`src/rtl/mux_rr_arbiter_if.sv`:
```
// Handshake bundle between the round-robin arbiter and the requester/consumer side.
// master = arbiter (drives select, grant, valid, ack); slave = requesters and consumer.
interface mux_rr_arbiter_if #(
  parameter int DEPTH             = 16,
  parameter int SELECT_LINE_DEPTH = 4
);
  logic [DEPTH-1:0]             req;
  logic                         out_ready;
  logic [SELECT_LINE_DEPTH-1:0] s;
  logic [DEPTH-1:0]             gnt;
  logic                         out_valid;
  logic [DEPTH-1:0]             ack;

  modport master (
    input  req, out_ready,
    output s, gnt, out_valid, ack
  );

  modport slave (
    output req, out_ready,
    input  s, gnt, out_valid, ack
  );
endinterface

```
`src/rtl/mux_rr_arbiter.sv`:
```
// Round-robin arbiter/sequencer owning the select of a DEPTH:1 word mux.
// Optional macro MUX_ARB_BURST_EN lets a grantee keep the mux for up to MAX_BURST beats.
//
// state | meaning
// IDLE  | no beat presented; gnt=0, out_valid=0, s holds its last value
// BUSY  | beat from requester s presented to the consumer, waiting for out_ready
module mux_rr_arbiter #(
  parameter int WIDTH             = 32,
  parameter int DEPTH             = 16,
  parameter int SELECT_LINE_DEPTH = 4,
  parameter int MAX_BURST         = 4
) (
  input logic               clk,
  input logic               rst,
  mux_rr_arbiter_if.master  arb
);

  typedef enum logic {IDLE, BUSY} state_t;

  state_t                       state, nxt_state;
  logic [SELECT_LINE_DEPTH-1:0] s_q, nxt_s;
  logic [SELECT_LINE_DEPTH-1:0] last_q, nxt_last;
  logic [DEPTH-1:0]             gnt_q, nxt_gnt;
  logic                         valid_q, nxt_valid;

  logic                         accept;
  logic                         found;
  logic [SELECT_LINE_DEPTH-1:0] win;
  logic [SELECT_LINE_DEPTH-1:0] search_idx;
  logic                         keep;

`ifdef MUX_ARB_BURST_EN
  localparam int CW = $clog2(MAX_BURST + 1);
  logic [CW-1:0] cnt_q, nxt_cnt;
`endif

  assign accept = valid_q & arb.out_ready;

  // Search starts just past the last grantee, so the previous winner ranks lowest.
  always_comb begin
    found      = 1'b0;
    win        = '0;
    search_idx = last_q;
    for (int i = 0; i < DEPTH; i++) begin
      search_idx = (search_idx == SELECT_LINE_DEPTH'(DEPTH - 1)) ? '0 : search_idx + 1'b1;
      if (!found && arb.req[search_idx]) begin
        found = 1'b1;
        win   = search_idx;
      end
    end
  end

`ifdef MUX_ARB_BURST_EN
  assign keep = accept && arb.req[s_q] && ((int'(cnt_q) + 1) < MAX_BURST);
`else
  assign keep = 1'b0;
`endif

  always_ff @(posedge clk or negedge rst) begin
    if (!rst) begin
      state   <= IDLE;
      s_q     <= '0;
      last_q  <= SELECT_LINE_DEPTH'(DEPTH - 1);
      gnt_q   <= '0;
      valid_q <= 1'b0;
`ifdef MUX_ARB_BURST_EN
      cnt_q   <= '0;
`endif
    end else begin
      state   <= nxt_state;
      s_q     <= nxt_s;
      last_q  <= nxt_last;
      gnt_q   <= nxt_gnt;
      valid_q <= nxt_valid;
`ifdef MUX_ARB_BURST_EN
      cnt_q   <= nxt_cnt;
`endif
    end
  end

  always_comb begin
    nxt_state = state;
    case (state)
      IDLE:    if (found) nxt_state = BUSY;
      BUSY:    if (accept && !keep && !found) nxt_state = IDLE;
      default: nxt_state = IDLE;
    endcase
  end

  always_comb begin
    nxt_s     = s_q;
    nxt_last  = last_q;
    nxt_gnt   = gnt_q;
    nxt_valid = valid_q;
`ifdef MUX_ARB_BURST_EN
    nxt_cnt   = cnt_q;
`endif
    if (keep) begin
`ifdef MUX_ARB_BURST_EN
      nxt_cnt = cnt_q + 1'b1;
`endif
    end else if ((state == IDLE || accept) && found) begin
      nxt_s     = win;
      nxt_last  = win;
      nxt_gnt   = DEPTH'(1) << win;
      nxt_valid = 1'b1;
`ifdef MUX_ARB_BURST_EN
      nxt_cnt   = '0;
`endif
    end else if (state == BUSY && accept) begin
      nxt_gnt   = '0;
      nxt_valid = 1'b0;
`ifdef MUX_ARB_BURST_EN
      nxt_cnt   = '0;
`endif
    end
  end

  assign arb.s         = s_q;
  assign arb.gnt       = gnt_q;
  assign arb.out_valid = valid_q;
  assign arb.ack       = gnt_q & {DEPTH{valid_q & arb.out_ready}};

  // A presented beat always carries exactly one grant; the parameter terms catch bad instantiation.
  a_gnt_onehot: assert property (@(posedge clk) disable iff (!rst)
    valid_q |-> ($onehot(gnt_q) && (WIDTH > 0) && (DEPTH <= 2**SELECT_LINE_DEPTH) && (MAX_BURST >= 1)));

endmodule

```
`src/flat_wrapper.sv`:
```
// flat-port wrapper written by rule: the top's interface ports become plain ports
module mux_rr_arbiter_flat 
#(
  parameter int WIDTH             = 32,
  parameter int DEPTH             = 16,
  parameter int SELECT_LINE_DEPTH = 4,
  parameter int MAX_BURST         = 4
)
  (clk, rst, arb_req, arb_out_ready, arb_s, arb_gnt, arb_out_valid, arb_ack);
  mux_rr_arbiter_if #(.DEPTH(DEPTH), .SELECT_LINE_DEPTH(SELECT_LINE_DEPTH)) arb_i ();
  input logic clk;
  input logic rst;
  input wire logic [$bits(arb_i.req)-1:0] arb_req;
  input wire logic [$bits(arb_i.out_ready)-1:0] arb_out_ready;
  output wire logic [$bits(arb_i.s)-1:0] arb_s;
  output wire logic [$bits(arb_i.gnt)-1:0] arb_gnt;
  output wire logic [$bits(arb_i.out_valid)-1:0] arb_out_valid;
  output wire logic [$bits(arb_i.ack)-1:0] arb_ack;
  assign arb_i.req = arb_req;
  assign arb_i.out_ready = arb_out_ready;
  assign arb_s = arb_i.s;
  assign arb_gnt = arb_i.gnt;
  assign arb_out_valid = arb_i.out_valid;
  assign arb_ack = arb_i.ack;
  mux_rr_arbiter #(.WIDTH(WIDTH), .DEPTH(DEPTH), .SELECT_LINE_DEPTH(SELECT_LINE_DEPTH), .MAX_BURST(MAX_BURST)) u_core (.clk(clk), .rst(rst), .arb(arb_i));
endmodule
```
`config.mk`:
```
export PLATFORM = sky130hd
export DESIGN_NAME = mux_rr_arbiter_flat
export DESIGN_NICKNAME = d
export VERILOG_FILES = /design/src/rtl/mux_rr_arbiter_if.sv /design/src/rtl/mux_rr_arbiter.sv /design/src/flat_wrapper.sv
export SDC_FILE = /design/constraint.sdc
export NUM_CORES = 1
export LEC_CHECK = 0
export ABC_AREA = 1
export CELL_PAD_IN_SITES_DETAIL_PLACEMENT = 2
export CELL_PAD_IN_SITES_GLOBAL_PLACEMENT = 2
export CORE_MARGIN = 3
export CORE_UTILIZATION = 28
export DETAILED_ROUTE_END_ITERATION = 12
export HOLD_SLACK_MARGIN = 0.06
export PLACE_DENSITY_LB_ADDON = 0.12
export SLEW_MARGIN = 20
export SYNTH_ARGS = -nofsm -noshare
export SYNTH_HDL_FRONTEND = slang
export SYNTH_SLANG_ARGS = --single-unit
```
`constraint.sdc`:
```
create_clock -name clk -period 4.76 [get_ports clk]
set_input_delay 0.952 -clock clk [delete_from_list [all_inputs] [get_ports clk]]
set_output_delay 0.952 -clock clk [all_outputs]
set_load 0.1 [all_outputs]
```
==> impl_summary.log <==
[flow] final metrics
INFO  metric finalHoldViolCount = 0
INFO  metric muxShareOfSynthArea = 0%
INFO  metric synth_simple_gate_area_share = 59.7%
INFO  metric detailedPlace.worstSlack = -0.0554 ns
INFO  metric cts_made_buffers = 3
INFO  metric worst_reg2reg_path_length_in_cells = 28
INFO  metric timing.critical_path.to = u_core.arb.gnt[0]
INFO  metric die-area = between 15000 and 20000 µm²
INFO  metric nets = ~800
INFO  metric synth-async-reset-ratio = 100%
INFO  metric htree_num_levels = 1
INFO  metric synth-main-ff-cell = dfrtp_1
INFO  metric grt_pass1_wl = 29600 µm
INFO  metric fin_worst_hold_slack = between 0.5 and 0.6 ns
INFO  metric cts_hold_repair.buffers = 0
INFO  metric synth_area = ~3800 µm²
INFO  metric layout.cell_area.non_filler = about 5200 µm²
INFO  metric instances_no_fill = about 970
INFO  metric grt_pass1_vias = approximately 5400
INFO  metric placement.cell_area = just under 5000 µm²
INFO  metric status = finished, final reports clean
INFO  metric crit_path_start = u_core.last_q[1]
INFO  metric crit_path_start_kind = flop
INFO  metric clk_root_buffer_cell = clkbuf_16
INFO  metric highest-signal-layer = met4
INFO  metric die_x = approximately 120 µm
INFO  metric required = between 4 and 5 ns
INFO  metric grt_antenna_before_repair = 0
INFO  metric whs_path_depth = 2
INFO  metric synth.lib_cells_used.distinct = 39
INFO  metric max-slew-margin-rel = 33.1%
INFO  metric synth-warning-count = 0
INFO  metric yosys_cell_count = around 700
INFO  metric biggest_area_cells = nand2_1 (23%), nand3_1 (16%), dfrtp_1 (14%), inv_1 (8.6%), nor2_1 (7.0%)
INFO  metric r2r_setup_slk = approximately 0.16 ns
INFO  metric ys_seq_elements = 26
INFO  metric dr_vias_cell = between 5 and 6
INFO  metric netlist_instances = slightly below 700
INFO  metric worst_r2r_endpoint = u_core.arb.gnt[0]
INFO  metric wl_met3 = about 540 µm
## placed cells by master, fill, tap and decap left out, types with 3 or more instances in the layout
cell type,count
nand2_1,227
dfrtp_1,22
inv_2,8
nor2_4,4
clkdlybuf4s50_1,39
o21ai_1,9
nor2_1,63
nand3_2,20
inv_1,86
nand3_1,107
o21ai_0,26
nand2_2,34
buf_4,74
dfstp_2,4
nand4_1,8
a31oi_1,5
nand3b_1,3
nand2_4,5
clkbuf_16,3
nor2_2,8
a21oi_1,9
nand3_4,3
## routing by layer
layer | vias up | track usage (%)
met1 | 2504 | 34.3
met3 | 26 | 2.17
met2 | 91 | 43.9
met5 | - | 0
li1 | 2411 | -
met4 | 0 | 5.25
## area by class of cell
| type | count | area, µm² |
|---|---|---|
| Clock inverter | 1 | 30.0 |
| Inverter | 98 | 377 |
| Tap cell | 172 | 215 |
| Fill cell | 1661 | 7700 |
| Timing Repair Buffer | 115 | 986 |
| Clock buffer | 3 | 75.1 |
| Multi-Input combinational cell | 555 | 2890 |
| Sequential cell | 26 | 656 |
## state kept, by name, indices dropped and copies added, names as in the netlist
signal	flops
u_core.last_q	4
u_core.state	1
u_core.arb.s	4
u_core.arb.gnt	16
u_core.arb.out_valid	1
## worst max-delay path: cells and delay by family, from the launching register on
kind,cells,cell delay [ns]
and+or+nand+nor,21,2.67
buffers and inverters,5,0.76
DFF,1,0.57
adders and majority gates,1,0.32
AOI/OAI and AO/OA,1,0.19
Fig. 1: congestion heat map
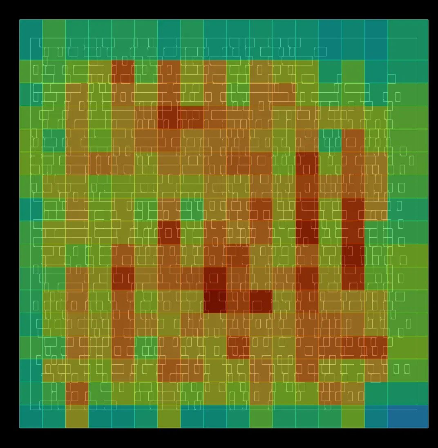
WL/cell: 20.3 µm
all-layer global routing usage: 25.3%
most utilized layer in the global route result: met2
met1 track demand over resource: 34.3%

Fig. 2: signal wires on met2
Scale: 2 px per µm. Cells faint in the background.
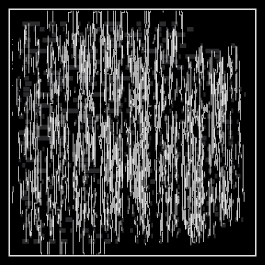
main direction = vertical
share of all routed wire = 48%
nets with wire on the layer = 740
longest straight run = 51.0 µm
wire length on this layer = 9350 µm
met2 routing resource usage after global routing: 43.9%
Final Routed Wirelength: 19700 µm
via count: 5032

Fig. 3: the metal 3 layer
Scale: 2 px per µm.
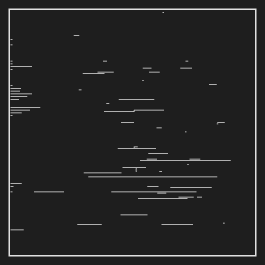
nets with wire on the layer = 49
share of all routed wire = 2.7%
wire length on this layer = 539 µm
Global Route met3 Usage: 2.17%

Fig. 4: gate-type map
Scale: 4 px per µm.
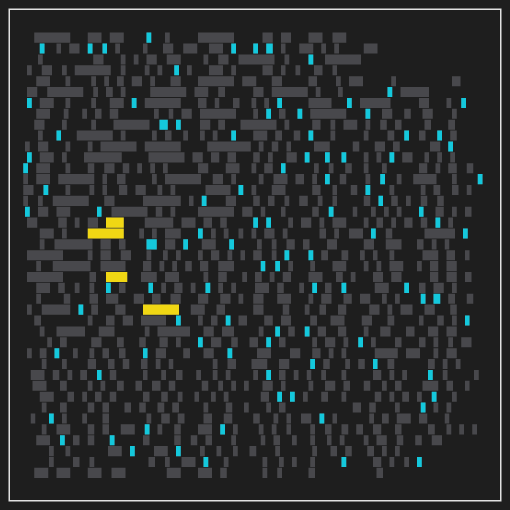
cyan -> inverters  # cells 98, most used inv_1, where all over the die
yellow -> adder and majority cells  # cells 4, most used ha_4, where west

Fig. 5: sizing map
Scale: 4 px per µm.
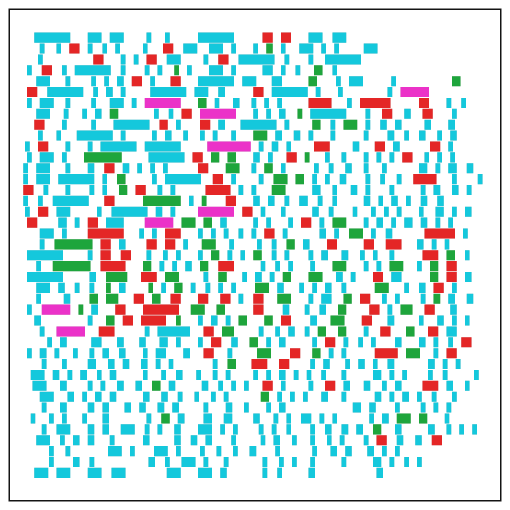
green -> drive 2  # cells 82, share 10%
red -> drive 3 to 4  # cells 95, share 12%
cyan -> drive 1 or less  # cells 613, share 77%
magenta -> drive 6 and up  # cells 8, share 1.0%

